<file path="src/rtl/uart_pkg.sv">
// Shared UART definitions: FSM state encodings and the bit-timing helper
// used identically by uart_tx and uart_rx.
package uart_pkg;

    typedef enum logic [2:0] {
        ST_IDLE      = 3'd0,
        ST_START     = 3'd1,
        ST_DATA      = 3'd2,
        ST_STOP      = 3'd3,
        ST_WAIT_IDLE = 3'd4
    } uart_state_t;

    function automatic int cycles_per_bit(input int clock, input int baud);
        return (clock / baud) - 1;
    endfunction

endpackage

</file>
<file path="src/rtl/uart_sync.sv">
// Two-flop synchronizer for an asynchronous single-bit input, with a
// selectable reset level so an idle-high line reads idle out of reset.
module uart_sync #(
    parameter logic RST_VAL = 1'b1
) (
    input  logic i_clk,
    input  logic i_rst_n,
    input  logic i_d,
    output logic o_q
);

    logic meta;

    always_ff @(posedge i_clk or negedge i_rst_n) begin
        if (!i_rst_n) begin
            meta <= RST_VAL;
            o_q  <= RST_VAL;
        end else begin
            meta <= i_d;
            o_q  <= meta;
        end
    end

endmodule

</file>
<file path="src/rtl/uart_rx.sv">
// UART receiver: synchronizes the RX line, qualifies the start bit at
// half-bit, samples data LSB-first at mid-bit and checks the stop bit.
module uart_rx
    import uart_pkg::*;
#(
    parameter int CLOCK_RATE     = 50000000,
    parameter int BAUD_RATE      = 9600,
    parameter int DATA_BITS      = 8,
    parameter int CYCLES_PER_BIT = cycles_per_bit(CLOCK_RATE, BAUD_RATE)
) (
    input  logic                 i_clk,
    input  logic                 i_rst_n,
    input  logic                 i_rx,
    output logic [DATA_BITS-1:0] o_data,
    output logic                 o_valid,
    output logic                 o_frame_err,
    output logic                 o_busy
);

    localparam int HALF  = (CYCLES_PER_BIT + 1) / 2;
    localparam int CNT_W = $clog2(CYCLES_PER_BIT + 1);
    localparam int IDX_W = $clog2(DATA_BITS + 1);

    localparam logic [CNT_W-1:0] CNT_LAST = CNT_W'(CYCLES_PER_BIT);
    localparam logic [CNT_W-1:0] CNT_HALF = CNT_W'(HALF - 1);
    localparam logic [IDX_W-1:0] IDX_LAST = IDX_W'(DATA_BITS - 1);

    uart_state_t          state;
    logic [CNT_W-1:0]     cnt;
    logic [IDX_W-1:0]     bit_idx;
    logic [DATA_BITS-1:0] shift_q;
    logic [DATA_BITS-1:0] shift_in;
    logic                 rx_s;

    uart_sync #(.RST_VAL(1'b1)) u_sync (
        .i_clk   (i_clk),
        .i_rst_n (i_rst_n),
        .i_d     (i_rx),
        .o_q     (rx_s)
    );

    // New bit enters at the MSB so the first (LSB) bit ends up in bit 0.
    always_comb begin
        shift_in                = shift_q >> 1;
        shift_in[DATA_BITS-1]   = rx_s;
    end

    assign o_busy = (state != ST_IDLE);

    always_ff @(posedge i_clk or negedge i_rst_n) begin
        if (!i_rst_n) begin
            state       <= ST_IDLE;
            cnt         <= '0;
            bit_idx     <= '0;
            shift_q     <= '0;
            o_data      <= '0;
            o_valid     <= 1'b0;
            o_frame_err <= 1'b0;
        end else begin
            o_valid     <= 1'b0;
            o_frame_err <= 1'b0;
            case (state)
                ST_IDLE: begin
                    cnt     <= '0;
                    bit_idx <= '0;
                    if (!rx_s) state <= ST_START;
                end
                ST_START: begin
                    if (cnt == CNT_HALF) begin
                        cnt   <= '0;
                        state <= rx_s ? ST_IDLE : ST_DATA;
                    end else begin
                        cnt <= cnt + CNT_W'(1);
                    end
                end
                ST_DATA: begin
                    if (cnt == CNT_LAST) begin
                        cnt     <= '0;
                        shift_q <= shift_in;
                        if (bit_idx == IDX_LAST) begin
                            bit_idx <= '0;
                            state   <= ST_STOP;
                        end else begin
                            bit_idx <= bit_idx + IDX_W'(1);
                        end
                    end else begin
                        cnt <= cnt + CNT_W'(1);
                    end
                end
                ST_STOP: begin
                    if (cnt == CNT_LAST) begin
                        cnt <= '0;
                        if (rx_s) begin
                            o_data  <= shift_q;
                            o_valid <= 1'b1;
                            state   <= ST_IDLE;
                        end else begin
                            o_frame_err <= 1'b1;
                            state       <= ST_WAIT_IDLE;
                        end
                    end else begin
                        cnt <= cnt + CNT_W'(1);
                    end
                end
                // Break or stuck-low line: hold off until the line idles.
                ST_WAIT_IDLE: begin
                    cnt <= '0;
                    if (rx_s) state <= ST_IDLE;
                end
                default: begin
                    cnt   <= '0;
                    state <= ST_IDLE;
                end
            endcase
        end
    end

endmodule

</file>
<file path="config.mk">
export PLATFORM = sky130hd
export DESIGN_NAME = uart_rx
export DESIGN_NICKNAME = d
export VERILOG_FILES = /design/src/rtl/uart_pkg.sv /design/src/rtl/uart_sync.sv /design/src/rtl/uart_rx.sv
export SDC_FILE = /design/constraint.sdc
export NUM_CORES = 1
export LEC_CHECK = 0
export ABC_CLOCK_PERIOD_IN_PS = 2050
export CAP_MARGIN = 20
export CORE_UTILIZATION = 57
export DETAILED_ROUTE_END_ITERATION = 16
export PLACE_DENSITY = 0.87
export SYNTH_ARGS = -nofsm -noshare
export SYNTH_HDL_FRONTEND = slang
export SYNTH_SLANG_ARGS = --single-unit
</file>
<file path="constraint.sdc">
create_clock -name i_clk -period 2.05 [get_ports i_clk]
set_clock_uncertainty 0.05 [all_clocks]
set_input_delay 0.41 -clock i_clk [delete_from_list [all_inputs] [get_ports i_clk]]
set_output_delay 0.41 -clock i_clk [all_outputs]
set_load 0.05 [all_outputs]
</file>
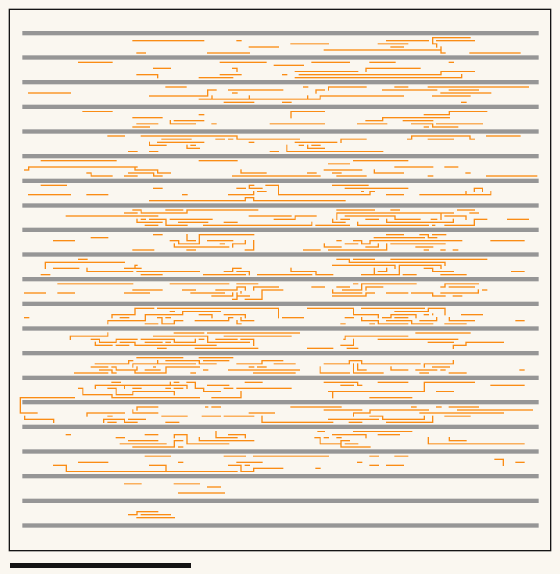
**Above:** met1 routing.
The bar under the picture is 20 um long. Supply wires on this layer in grey.
- wire length on this layer: 1640 um
- nets with wire on the layer: 172
- share of all routed wire: 45%
- main direction: horizontal
- longest straight run: 18.9 um
WL final: 3.652 mm
met1 usage: 29.94%

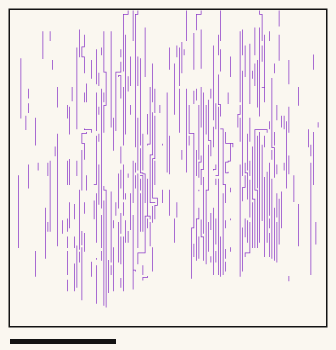
**Above:** M2 wires.
The bar under the picture is 20 um long.
- longest straight run: 25.0 um
- main direction: vertical
- wire length on this layer: 1830 um
- nets with wire on the layer: 165
Vias: 1296
met2 Track Usage GR: 37.14%

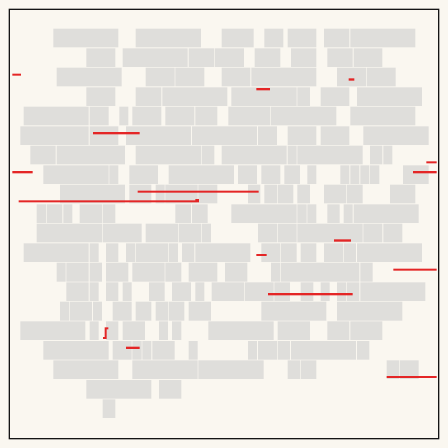
**Above:** signal wires on met3.
Cells faint in the background.
- share of all routed wire: 2.4%
- wire length on this layer: 88.0 um
met3 usage: 4.545%

==> metrics.cfg <==
[status]
outcome=completed

[final_layout]
n_antenna_cell=0
nNetsFinal=188
fin_cells=228
final_core_util_pct=68.91
lay_top_cells=dfrtp_1 (38), nor2_1 (19), mux2_2 (16)
final_area_um2=2138
final_layout_size_suffix_gt1_share_pct=22.28
layout_top_cell=dfrtp_1

[final_timing]
drv_slew=0
max_clock_freq_ghz=0.4961
fin_crit_ns=2.016
setup_violations=0
tightestPinTransition_ns=0.5249
finalClockPeriodUsage_pct=98.33
tns_ns=0
whs_ns=0.02554

[pwr]
ir_drop_mv=0.5005
combPwrFrac_pct=1.4
p_leak_uw=0.0009887
p_per_area_nw_per_um2=624.0
powerSeq_uw=795
p_seq_share_pct=59.6
clkPwrFrac_pct=39.0
power_leader=registers
internal-power_uw=1051
power_switching_uw=283.7
swShare_pct=21.26

[clock_network]
postCtsSetupRepairBufs=0
max-clock-path-buffers=2
cts-resized-gates=0
clkTransAtPathRegs_ns=0.13
cts_sinks=40
cts_inserted_buffers=5
clock-root-buffer=clkbuf_4
htreeDepth=2
cts_tree=yes

[setup_path]
critPathMaxFanout=2
cp.depth=1
worstPathRequired_ns=1.59
crit_end=o_data[1]
critPathCaptureType=primary output
crit_family=buffers and inverters
critPathBufInv=1
rr_worst_depth=5
crit_type=flip-flop to primary output
startpoint_type=flip-flop
rr_endpoint=o_data[7]
r2r_setup_slack_ns=0.14

[synthesis]
ys_sh_simple_pct=21.39
synth.avg_cell_area_um2=11.42
synth.mux.area_fraction_pct=9.505
edf_count=0
fp_nets=171
area_leaders=dfrtp_1 (50%), mux2_2 (9.5%), xnor2_1 (4.2%)
synth-async-reset-ratio_pct=100.0
synth_xor_xnor_area_share_pct=5.083
syn_inst=166
synth-adder-area-share_pct=1.320
yosys.area_share.aoi_pct=6.205
netlist_area_um2=1896
yosysCellCount=166
synth.distinct_cells=43
ys_seq_share_pct=52.94
logic_family=simple AND/OR/NAND/NOR gates
ys_area_um2=1896
yosys_warnings=0

[die]
dieWidth_um=59.67
placeableCoreArea_um2=3103
placementRows=20
ioPinCount=14
initial_core_util_pct=61.09
chip_area_um2=3560

[detailed_routing]
drt_iter0_drc=65
dr_wl_met2_mm=1.832
route.detailed.drc=0
vias_per_cell=5.684
met3_length_um=88
drtPass1Iterations=4
drtAntennaViolNets=0

[placed_design]
dp.cells=220
port-buffer-count=13
gp_congestion=0.7844
place_area_um2=2051

[job]
warning_count=26

[grt]
grt_max_degree=41
antenna_found_initial=0
grt-ovfl-total=0
grt_first_pass_wirelength_mm=6.009
grt.total_usage_pct=23.43
top_usage_layer=met2
grt_pass1_vias=1236

[worst_hold_path]
hold_class=input port to asynchronous set/reset pin

==> cells in the mapped netlist (3+ instances only) <==
library cell and number:
and4bb_2 3, dfrtp_1 38, inv_1 6, mux2_2 16
nand2_1 10, nand3_1 8, nor2_1 19, nor2b_1 3
nor3_1 4, o21ai_0 7, xnor2_1 9
==> state kept, by name (all words and copies together) (netlist names) <==
register,flops
bit_idx,4
cnt,13
o_data,8
o_frame_err,1
o_valid,1
shift_q,8
state,3
u_sync.meta,1
u_sync.o_q,1
==> layout make-up <==
cell class                 count  area, um^2
sequential                    40        1003
timing repair buffer          16       150.1
multi-input combinational    114       827.0
inverter                       6       22.52
fill                         247       964.7
clock buffer                   5       37.54
clock inverter                 3       42.54
tap                           44       55.05
